Figure 1. Signal wires by layer.
Scale: 2 px per micron. Two of the layers only.
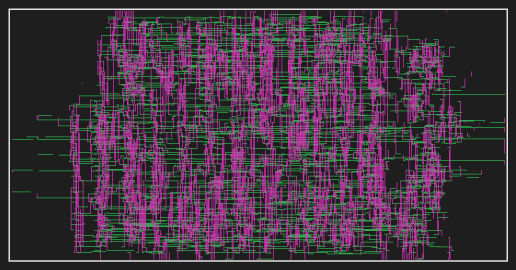
Figure 2. The metal 2 layer.
Scale: 2 px per micron.
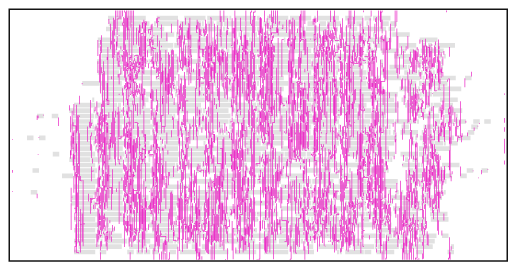
[config.mk]
export PLATFORM = sky130hd
export DESIGN_NAME = debug_data_queue
export DESIGN_NICKNAME = d
export VERILOG_FILES = /design/src/rtl/debug_pkg.sv /design/src/rtl/debug_sync2.sv /design/src/rtl/debug_data_queue.sv
export SDC_FILE = /design/constraint.sdc
export NUM_CORES = 1
export LEC_CHECK = 0
export ABC_AREA = 1
export CAP_MARGIN = 20
export CORE_ASPECT_RATIO = 0.5
export CORE_UTILIZATION = 53
export DETAILED_ROUTE_END_ITERATION = 7
export PLACE_DENSITY = 0.8
export SLEW_MARGIN = 20
export SYNTH_ARGS = -nofsm -noshare
export SYNTH_HDL_FRONTEND = slang
export SYNTH_SLANG_ARGS = --single-unit
[constraint.sdc]
create_clock -name in_clk -period 4.7 [get_ports in_clk]
set_input_delay 0.94 -clock in_clk [delete_from_list [all_inputs] [get_ports in_clk]]
set_output_delay 0.94 -clock in_clk [all_outputs]
set_load 0.01 [all_outputs]
[src/rtl/debug_pkg.sv]
// -----------------------------------------------------------------------------
// debug_pkg
// Shared definitions for the debug serial path: word width, the reserved
// drop-report tag, the sender's state encoding and the queue FSM states.
// -----------------------------------------------------------------------------
package debug_pkg;

  localparam int         DBG_WORD_W   = 40;
  localparam logic [7:0] DBG_TAG_DROP = 8'hFF;

  // Sender-side state encoding as seen on its `state` output.
  localparam logic STATE_EMPTY  = 1'b0;
  localparam logic STATE_STORED = 1'b1;

  typedef enum logic [1:0] {
    DQ_IDLE,
    DQ_ISSUE,
    DQ_WAIT_BUSY,
    DQ_WAIT_DONE
  } dq_state_e;

  // In-band report of words lost to overflow: reserved tag, count in the
  // low byte of the payload.
  function automatic logic [DBG_WORD_W-1:0] drop_report(input logic [7:0] count);
    return {DBG_TAG_DROP, 24'h0, count};
  endfunction

endpackage

[src/rtl/debug_sync2.sv]
// -----------------------------------------------------------------------------
// debug_sync2
// Two-flop synchronizer for out_clk -> in_clk crossings of quasi-static
// single-bit levels. Both flops clear on reset.
//   clk  : destination clock
//   rst  : asynchronous, active-high reset
//   d    : asynchronous input
//   q    : synchronized output (2-3 clk cycles after d changes)
// -----------------------------------------------------------------------------
module debug_sync2 #(
  parameter int WIDTH = 1
) (
  input  logic             clk,
  input  logic             rst,
  input  logic [WIDTH-1:0] d,
  output logic [WIDTH-1:0] q
);

  logic [WIDTH-1:0] meta;

  // NOTE: sequential state always uses non-blocking assignments so every flop
  // samples the pre-edge value; blocking here would collapse the two stages.
  always_ff @(posedge clk or posedge rst) begin
    if (rst) begin
      meta <= '0;
      q    <= '0;
    end else begin
      meta <= d;
      q    <= meta;
    end
  end

endmodule

[src/rtl/debug_data_queue.sv]
// -----------------------------------------------------------------------------
// debug_data_queue
// Collects 40-bit debug words into a small FIFO and feeds them, one at a time,
// to the debug serial sender through its store/data/state handshake. Words
// pushed while full are counted and later reported in-band with tag 8'hFF.
//   in_clk       : sole clock (the sender's in_clk)
//   reset        : asynchronous, active-high
//   push         : producer write strobe
//   push_data    : {tag[7:0], payload[31:0]}
//   full         : FIFO holds DEPTH words
//   level        : current word count
//   store        : one-cycle strobe to the sender
//   data         : word to the sender, stable until the sender leaves STORED
//   sender_state : sender state (0=EMPTY, 1=STORED), asynchronous
//   drop_count   : saturating count of dropped words not yet reported
//   timeout_err  : sticky, set when the sender never acknowledged a word
// -----------------------------------------------------------------------------
module debug_data_queue
  import debug_pkg::*;
#(
  parameter int DEPTH   = 8,
  parameter int TIMEOUT = 255
) (
  input  logic                      in_clk,
  input  logic                      reset,
  input  logic                      push,
  input  logic [DBG_WORD_W-1:0]     push_data,
  output logic                      full,
  output logic [$clog2(DEPTH):0]    level,
  output logic                      store,
  output logic [DBG_WORD_W-1:0]     data,
  input  logic                      sender_state,
  output logic [7:0]                drop_count,
  output logic                      timeout_err
);

  localparam int PTR_W = $clog2(DEPTH);
  localparam int LVL_W = PTR_W + 1;
  localparam int TMR_W = $clog2(TIMEOUT + 1);

  logic                  ss;
  dq_state_e             state, state_next;
  logic [PTR_W-1:0]      wr_ptr, rd_ptr;
  logic [TMR_W-1:0]      timer;
  logic [DBG_WORD_W-1:0] mem [DEPTH];

  logic fifo_empty;
  logic pop;
  logic report;
  logic wr_en;
  logic drop;
  logic timer_expire;

  debug_sync2 #(.WIDTH(1)) u_state_sync (
    .clk (in_clk),
    .rst (reset),
    .d   (sender_state),
    .q   (ss)
  );

  assign fifo_empty = (level == '0);
  assign full       = (level == LVL_W'(DEPTH));

  // Launch decisions: a queued word always wins over a pending drop report.
  assign pop    = (state == DQ_IDLE) && !fifo_empty && (ss == STATE_EMPTY);
  assign report = (state == DQ_IDLE) && fifo_empty && (drop_count != 8'd0) &&
                  (ss == STATE_EMPTY);

  // A pop in the same cycle frees a slot, so a push into a full FIFO lands.
  assign wr_en = push && (!full || pop);
  assign drop  = push && !wr_en;

  // Timer counts cycles spent in WAIT_BUSY; expiry is signalled as it reaches
  // TIMEOUT so the flag appears TIMEOUT+1 cycles after the store strobe.
  assign timer_expire = (state == DQ_WAIT_BUSY) && (ss == STATE_EMPTY) &&
                        (timer == TMR_W'(TIMEOUT - 1));

  assign store = (state == DQ_ISSUE);

  // ---------------------------------------------------------------------------
  // FSM
  // ---------------------------------------------------------------------------
  always_ff @(posedge in_clk or posedge reset) begin
    if (reset) state <= DQ_IDLE;
    else       state <= state_next;
  end

  // NOTE: state_next takes a default before the case so every path assigns
  // it and no latch is inferred.
  always_comb begin
    state_next = state;
    unique case (state)
      DQ_IDLE:      if (pop || report)            state_next = DQ_ISSUE;
      DQ_ISSUE:                                   state_next = DQ_WAIT_BUSY;
      DQ_WAIT_BUSY: if (ss == STATE_STORED)       state_next = DQ_WAIT_DONE;
                    else if (timer_expire)        state_next = DQ_IDLE;
      DQ_WAIT_DONE: if (ss == STATE_EMPTY)        state_next = DQ_IDLE;
      default:                                    state_next = DQ_IDLE;
    endcase
  end

  // ---------------------------------------------------------------------------
  // FIFO storage
  // ---------------------------------------------------------------------------
  // NOTE: the storage array is deliberately not reset; level and the pointers
  // define which entries are valid, so stale contents are never read.
  always_ff @(posedge in_clk) begin
    if (wr_en) mem[wr_ptr] <= push_data;
  end

  // ---------------------------------------------------------------------------
  // Pointers, level, output word, drop counter, timer, sticky error
  // ---------------------------------------------------------------------------
  always_ff @(posedge in_clk or posedge reset) begin
    if (reset) begin
      wr_ptr      <= '0;
      rd_ptr      <= '0;
      level       <= '0;
      data        <= '0;
      drop_count  <= '0;
      timer       <= '0;
      timeout_err <= 1'b0;
    end else begin
      if (wr_en) wr_ptr <= wr_ptr + PTR_W'(1);
      if (pop)   rd_ptr <= rd_ptr + PTR_W'(1);
      level <= level + LVL_W'(wr_en) - LVL_W'(pop);

      if (pop)         data <= mem[rd_ptr];
      else if (report) data <= drop_report(drop_count);

      // Reporting hands off the current count; a drop in the same cycle
      // starts the next count at one.
      if (report)                           drop_count <= drop ? 8'd1 : 8'd0;
      else if (drop && drop_count != 8'hFF) drop_count <= drop_count + 8'd1;

      if (state == DQ_ISSUE)          timer <= '0;
      else if (state == DQ_WAIT_BUSY) timer <= timer + TMR_W'(1);

      if (timer_expire) timeout_err <= 1'b1;
    end
  end

endmodule

==> flow_results.org <==
#+TITLE: Implementation results

** Floorplanning
- Total number of placement rows :: 44
- IO Pins :: about 100

** Outcome
- Outcome :: complete, no violations

** Drt
- TritonRoute reported its final design rule violation total as 0.
- Summed over all nets, wire length on met2 after detailed routing comes to roughly 18000 microns.

** Final layout
- Measured on the final layout, the clock distribution area share stands at 0.0640.
- Of the total standard cell area in the layout, the sequential portion is 0.615.
- According to the finish report, the design has a final net count of 1526.
- Non-clock buffer total of the final layout :: approximately 110
- Cell area after layout :: between 15000 and 20000 sq um

** Setup path
- For the worst reg-to-reg path, the startpoint reported by OpenROAD is state[1].
- Path type of the worst setup path :: reg2reg
- Listed in order, past its start point the critical path passes inv_1 -> ha_1 -> inv_2 -> nor2_2 -> nand2_4 -> a21oi_4 -> nand2_1 -> nor2_4 -> buf_4.
- Per the post-run analysis, buffers plus inverters along the critical path come to 3.
- Of all nets on the critical path, the largest fanout is ~40.

** Synth
- Ranked by total cell area, the synthesized netlist is headed by sky130_fd_sc_hd__edfxtp_1 (60%), sky130_fd_sc_hd__dfrtp_1 (11%), sky130_fd_sc_hd__nand2_1 (6.9%), sky130_fd_sc_hd__nand3_1 (6.3%), sky130_fd_sc_hd__o21ai_0 (3.8%).
- For this run, the number of Yosys warnings is 0.
- Synthesis instantiated 39 different standard cells from the library.
- Area fraction in mux cells :: 0
- Per the synthesis report, the AND-OR/OR-AND share of the synthesized area is 0.0586.

** Final timing
- Final hold slack :: 0.352 ns
- Headroom to the max-slew limit :: 0.224
- Subtracting the final worst setup slack from the clock period gives approximately 3.4 ns.
- Max-slew check failures listed in the final report amount to 0.
- Looking at the max-slew report, the worst-margin pin has a slew of between 1 and 1.5 ns.
- Achievable frequency :: between 200 and 300 MHz
- Post-Route Skew :: about 0.019 ns

** Job
- OpenROAD emitted warnings numbering 33.

** Worst hold path
- Per the hold report, the tightest min-delay path originates at u_state_sync.meta.
- The min-delay analysis places its worst path in the category reg2reg.

** Clock network
- For this design, the sink count on the clock tree is a little under 400.
- Clock Tree Buf Depth :: 3

** Power
- The flow reports power dissipated in the clock network as about 3000 uW.

** Placement
- Final Wtd Congestion :: ~0.84

** GRT
- Met3 track utilization from global routing :: 0.0502
-- Figure 1 (at the start) --
- met2: magenta (wire length 17700 microns)
- met1: green (wire length 14800 microns)
global-route usage over all layers: 0.243
total wire length: 37300 microns
number of vias after detailed routing: 10900
Routed WL per cell: 19.8 microns

-- Figure 2 (at the start) --
- share of all routed wire: 48%
- longest straight run: 79.2 microns
- main direction: vertical
met2 Resource Use GR: 0.386

-- cell families after synthesis --
kind of cell             after synthesis
AND/OR/NAND/NOR                      616
flip-flops                           391
AND-OR/OR-AND                        183
buffers and inverters                173
adder cells (fa/ha/maj)               17
XOR/XNOR                              11
-- metrics by stage --
step,power (uW),setup WS [ns]
detailed placement,8510,1.28
floorplan,7180,1.12
CTS,11500,1.33
global route,12100,1.14
finish,11500,1.32
global placement,8330,1.38
-- cell usage after synthesis (2+ instances only) --
cell                         n
sky130_fd_sc_hd__inv_2       4
sky130_fd_sc_hd__a21oi_1    35
sky130_fd_sc_hd__edfxtp_1  320
sky130_fd_sc_hd__inv_1      89
sky130_fd_sc_hd__buf_2      41
sky130_fd_sc_hd__nand2_1   296
sky130_fd_sc_hd__nand3_1   201
sky130_fd_sc_hd__nor2_1    100
sky130_fd_sc_hd__dfrtp_1    71
sky130_fd_sc_hd__clkbuf_1   19
sky130_fd_sc_hd__clkbuf_2    3
sky130_fd_sc_hd__nor3_1      5
sky130_fd_sc_hd__ha_1       16
sky130_fd_sc_hd__xor2_1      9
sky130_fd_sc_hd__o21ai_0   121
sky130_fd_sc_hd__o21ai_1    20
sky130_fd_sc_hd__nand2_4     4
sky130_fd_sc_hd__buf_4       5
sky130_fd_sc_hd__buf_6       6
sky130_fd_sc_hd__xnor2_1     2
sky130_fd_sc_hd__buf_1       3
sky130_fd_sc_hd__nor2_2      4
-- state kept, by name (all words and copies together) (netlist names), 2 cells and up --
name / flops
rd_ptr: 3
wr_ptr: 3
mem: 320
data: 40
state: 2
level: 4
timer: 8
drop_count: 8
Power and IR drop assume default switching activity.
